**src/rtl/decoder_table_loader_pkg.sv**
```systemverilog
// Shared definitions for the decoder table loader.
//   push_code_e : command encoding driven on dec_push_code
//   state_e     : loader FSM states
package decoder_table_loader_pkg;

  typedef enum logic [1:0] {
    CODE_IDLE  = 2'd0,
    CODE_DATA  = 2'd1,
    CODE_LAST  = 2'd2,
    CODE_TABLE = 2'd3
  } push_code_e;

  typedef enum logic [2:0] {
    EMPTY = 3'd0,
    CLEAR = 3'd1,
    LOAD  = 3'd2,
    ARMED = 3'd3,
    DRAIN = 3'd4,
    ERROR = 3'd5
  } state_e;

endpackage

```
**src/rtl/decoder_table_loader.sv**
```systemverilog
// Loads a 2**WIDTH_OUT entry lookup table into a downstream stream decoder and,
// once the table is complete, forwards codewords to it.
//
// Ports
//   clk, rst                 : clock, asynchronous active-low reset
//   load_req                 : request a (re)load of the decoder table
//   cfg_valid/data/last/ready: table-entry stream (accepted only while loading)
//   s_valid/data/last/ready  : codeword stream (accepted only while armed)
//   dec_push_code, dec_d     : registered command/data to the decoder
//   dec_rst                  : registered synchronous reset pulse to the decoder
//   dec_full                 : decoder almost-full backpressure
//   table_valid, load_err    : status flags
//   entries_loaded           : table entries written since the last clear
module decoder_table_loader
  import decoder_table_loader_pkg::*;
#(
  parameter int WIDTH_IN     = 8,
  parameter int WIDTH_OUT    = 8,
  parameter int FLUSH_CYCLES = 4
) (
  input  logic                 clk,
  input  logic                 rst,
  input  logic                 load_req,
  input  logic                 cfg_valid,
  input  logic [WIDTH_IN-1:0]  cfg_data,
  input  logic                 cfg_last,
  output logic                 cfg_ready,
  input  logic                 s_valid,
  input  logic [WIDTH_IN-1:0]  s_data,
  input  logic                 s_last,
  output logic                 s_ready,
  output logic [1:0]           dec_push_code,
  output logic [WIDTH_IN-1:0]  dec_d,
  output logic                 dec_rst,
  input  logic                 dec_full,
  output logic                 table_valid,
  output logic                 load_err,
  output logic [WIDTH_OUT:0]   entries_loaded
);

  localparam int DEPTH = 2 ** WIDTH_OUT;
  localparam int CNT_W = (FLUSH_CYCLES > 1) ? $clog2(FLUSH_CYCLES) : 1;
  localparam logic [CNT_W-1:0]   FLUSH_LOAD = CNT_W'(FLUSH_CYCLES - 1);
  localparam logic [WIDTH_OUT:0] LAST_IDX   = (WIDTH_OUT + 1)'(DEPTH - 1);

  state_e           state_q, state_d;
  logic [CNT_W-1:0] flush_cnt;
  logic             cfg_fire;
  logic             s_fire;

  // NOTE: every signal assigned in an always_comb gets a default at the top,
  // so no path through the case statement can infer a latch.
  always_comb begin
    state_d   = state_q;
    cfg_ready = 1'b0;
    s_ready   = 1'b0;
    case (state_q)
      EMPTY: if (load_req) state_d = CLEAR;
      CLEAR: state_d = LOAD;
      LOAD: begin
        cfg_ready = 1'b1;
        if (cfg_valid) begin
          // The DEPTH-th entry must carry cfg_last; any mismatch is an error,
          // but the offending entry is still forwarded.
          if (entries_loaded == LAST_IDX) state_d = cfg_last ? ARMED : ERROR;
          else if (cfg_last)              state_d = ERROR;
        end
      end
      ARMED: begin
        // dec_full is almost-full: stop accepting immediately, the registered
        // output stage may still deliver the one word accepted just before.
        s_ready = !dec_full && !load_req;
        if (load_req) state_d = DRAIN;
      end
      DRAIN: if (flush_cnt == '0) state_d = CLEAR;
      ERROR: if (load_req) state_d = CLEAR;
      default: state_d = EMPTY;
    endcase
  end

  assign cfg_fire    = cfg_valid && cfg_ready;
  assign s_fire      = s_valid && s_ready;
  assign table_valid = (state_q == ARMED);
  assign load_err    = (state_q == ERROR);

  // NOTE: sequential state uses non-blocking assignments only, so every
  // register samples the values from before the edge regardless of order.
  always_ff @(posedge clk or negedge rst) begin
    if (!rst) begin
      state_q        <= EMPTY;
      dec_push_code  <= CODE_IDLE;
      dec_d          <= '0;
      dec_rst        <= 1'b1;   // decoder held in reset until the first edge after release
      entries_loaded <= '0;
      flush_cnt      <= '0;
    end else begin
      state_q       <= state_d;
      dec_rst       <= (state_q == CLEAR);
      dec_push_code <= CODE_IDLE;
      if (cfg_fire) begin
        dec_push_code <= CODE_TABLE;
        dec_d         <= cfg_data;
      end else if (s_fire) begin
        dec_push_code <= s_last ? CODE_LAST : CODE_DATA;
        dec_d         <= s_data;
      end

      if (state_q == CLEAR)  entries_loaded <= '0;
      else if (cfg_fire)     entries_loaded <= entries_loaded + 1'b1;

      // Loaded on the ARMED->DRAIN edge; DRAIN then lasts FLUSH_CYCLES cycles.
      if (state_q == ARMED && load_req)           flush_cnt <= FLUSH_LOAD;
      else if (state_q == DRAIN && flush_cnt != '0) flush_cnt <= flush_cnt - 1'b1;
    end
  end

endmodule
```
**config.mk**
```make
export PLATFORM = sky130hd
export DESIGN_NAME = decoder_table_loader
export DESIGN_NICKNAME = d
export VERILOG_FILES = /design/src/rtl/decoder_table_loader_pkg.sv /design/src/rtl/decoder_table_loader.sv
export SDC_FILE = /design/constraint.sdc
export NUM_CORES = 1
export LEC_CHECK = 0
export ABC_AREA = 1
export CAP_MARGIN = 5
export CORE_MARGIN = 4
export CORE_UTILIZATION = 35
export CTS_BUF_LIST = sky130_fd_sc_hd__clkbuf_8
export CTS_CLUSTER_SIZE = 16
export DETAILED_ROUTE_END_ITERATION = 16
export PLACE_DENSITY_LB_ADDON = 0.2
export SYNTH_ARGS = -nofsm -noshare
export SYNTH_HDL_FRONTEND = slang
export SYNTH_SLANG_ARGS = --single-unit
```
**constraint.sdc**
```tcl
create_clock -name clk -period 2.3 [get_ports clk]
set_clock_uncertainty 0.2 [all_clocks]
set_input_delay 0.69 -clock clk [delete_from_list [all_inputs] [get_ports clk]]
set_output_delay 0.69 -clock clk [all_outputs]
set_load 0.01 [all_outputs]
```
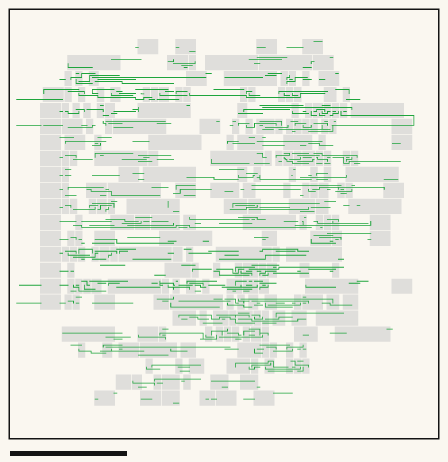
Fig. 1. M1 wires (run 1).
Scale bar: 20 microns. Cells faint in the background.
241 nets have wire on it. The layer carries 1550 microns of wire. The wires run mostly horizontal. The layer holds 45% of the routed length. The longest straight run is 21.2 microns.

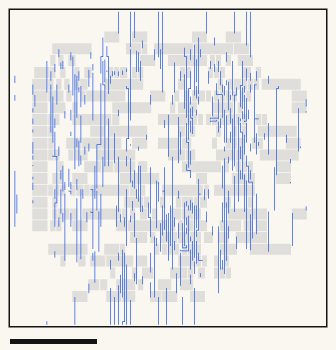
Fig. 2. M2 wires (run 1).
Scale bar: 20 microns. Cells faint in the background.
The layer carries 1640 microns of wire. The longest straight run is 26.5 microns.

==> impl_metrics.env, run 1 <==
# physical design summary
export IMPL_clkLatencyLatePin_ns=0.27
export IMPL_total_power_uw=1871
export IMPL_run_status="finished, final reports clean"
export IMPL_met3_routed_wl_microns=241
export IMPL_cts_inserted_buffers=3
export IMPL_r2r_end="state_q[2]"
export IMPL_max_slew_margin_rel=0.7823
export IMPL_fa_ha_area_frac=0.02549
export IMPL_setup_viol_count_final=0
export IMPL_leakagePower_uw=0.001040
export IMPL_grt_setup_unrepaired="no"
export IMPL_cp_num_buf_inv=2
export IMPL_placement_cell_area_sq_um=2051
export IMPL_critPathArrivalTime_ns=1.34
export IMPL_p_comb_frac=0.504
export IMPL_nonClockBufferCount=56
export IMPL_fp_dieW_microns=72.87
export IMPL_finish_net_count=284
export IMPL_io_pin_count=48
export IMPL_cpMaxStageDelayCell="clkdlybuf4s50_1"
export IMPL_antennaDiodeCount=0
export IMPL_simple_gate_area_frac=0.4180
export IMPL_clk_power_uw=263
export IMPL_mostFrequentLayoutCell="nand2_1"
export IMPL_grt_antenna_before_repair=0
export IMPL_syn_cell_area_sq_um=1473
export IMPL_cts_num_sinks=25
export IMPL_critical_path_max_stage_delay_ns=0.48
export IMPL_ys_seq_share=0.4257
export IMPL_regArea_sq_um=629.4
export IMPL_drt_total_wl_microns=3469
export IMPL_required_ns=1.41
export IMPL_top_area_frac=0.4078
export IMPL_crit_end="s_ready"
export IMPL_avgSynthCellArea_sq_um=7.400
export IMPL_largestRegisters="entries_loaded (9), dec_d (8), state_q (3)"
export IMPL_power_internal_uw=1133
export IMPL_nNonClkInverters=19
export IMPL_r2r_start="entries_loaded[0]"
export IMPL_logic_gates=152
export IMPL_ir_drop_v=0.0003446
export IMPL_finalMaxSlewViolations=0
export IMPL_seq_cell_power_uw=666
export IMPL_worstSetupEndpointType="primary output"
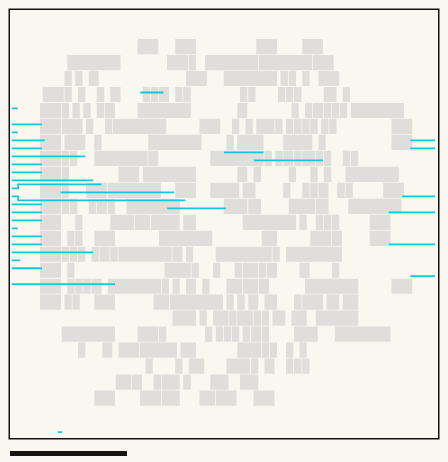
Fig. 3. The metal 3 layer (run 1).
Scale bar: 20 microns. Cells faint in the background.
The layer holds 7.0% of the routed length. 31 nets have wire on it. The wires run mostly horizontal.

==> run 2, diff against run 1 <==
--- a/config.mk
+++ b/config.mk
@@ -12,6 +12,7 @@
 export CTS_BUF_LIST = sky130_fd_sc_hd__clkbuf_8
 export CTS_CLUSTER_SIZE = 16
 export DETAILED_ROUTE_END_ITERATION = 16
+export GPL_ROUTABILITY_DRIVEN = 0
 export PLACE_DENSITY_LB_ADDON = 0.2
 export SYNTH_ARGS = -nofsm -noshare
 export SYNTH_HDL_FRONTEND = slang
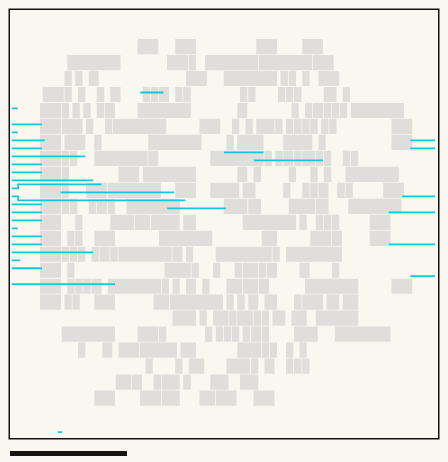
Fig. 4. The metal 3 layer (run 2).
Scale bar: 20 microns. Cells faint in the background.
31 nets have wire on it. The longest straight run is 28.3 microns. The wires run mostly horizontal. The layer holds 7.0% of the routed length. The layer carries 242 microns of wire.

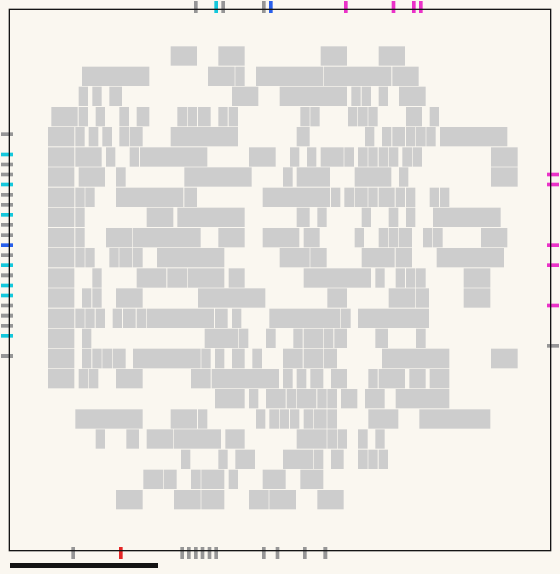
Fig. 5. Pin placement (run 2).
Scale bar: 20 microns. Pins as bars across the die edge, other pins in grey.
Key: dec_push_code = blue [pins 2, direction output, edge 1 top, 1 left]; cfg_data = cyan [pins 8, direction input, edge 7 left, 1 top]; entries_loaded = magenta [pins 9, direction output, edge 5 right, 4 top]; rst = red [pins 1, direction input, edge bottom]
All pins by edge: 21 left, 12 bottom, 9 top, 6 right.

==> impl_metrics.env, run 2 <==
# physical design summary
export IMPL_ys_seq_share=0.4257
export IMPL_required_ns=1.41
export IMPL_grt_setup_unrepaired="no"
export IMPL_clk_power_uw=263
export IMPL_fa_ha_area_frac=0.02549
export IMPL_cp_num_buf_inv=2
export IMPL_r2r_start="entries_loaded[0]"
export IMPL_mostFrequentLayoutCell="nand2_1"
export IMPL_p_comb_frac=0.504
export IMPL_regArea_sq_um=629.4
export IMPL_grt_antenna_before_repair=0
export IMPL_nNonClkInverters=19
export IMPL_placement_cell_area_sq_um=2051
export IMPL_clkLatencyLatePin_ns=0.27
export IMPL_setup_viol_count_final=0
export IMPL_crit_end="s_ready"
export IMPL_drt_total_wl_microns=3469
export IMPL_syn_cell_area_sq_um=1473
export IMPL_max_slew_margin_rel=0.7823
export IMPL_worstSetupEndpointType="primary output"
export IMPL_top_area_frac=0.4078
export IMPL_avgSynthCellArea_sq_um=7.400
export IMPL_antennaDiodeCount=0
export IMPL_cts_inserted_buffers=3
export IMPL_cts_num_sinks=25
export IMPL_largestRegisters="entries_loaded (9), dec_d (8), state_q (3)"
export IMPL_run_status="finished, final reports clean"
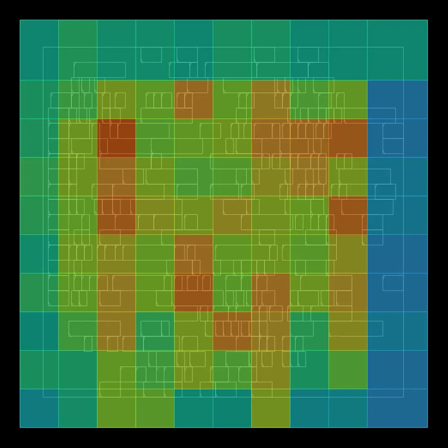
Fig. 6. Congestion heat map (run 2).
global-route met2 utilization: 0.2555
Most Crowded Layer GR: met2
final standard cell utilization of the core: 0.5202
Total Routing Usage GR: 0.1427

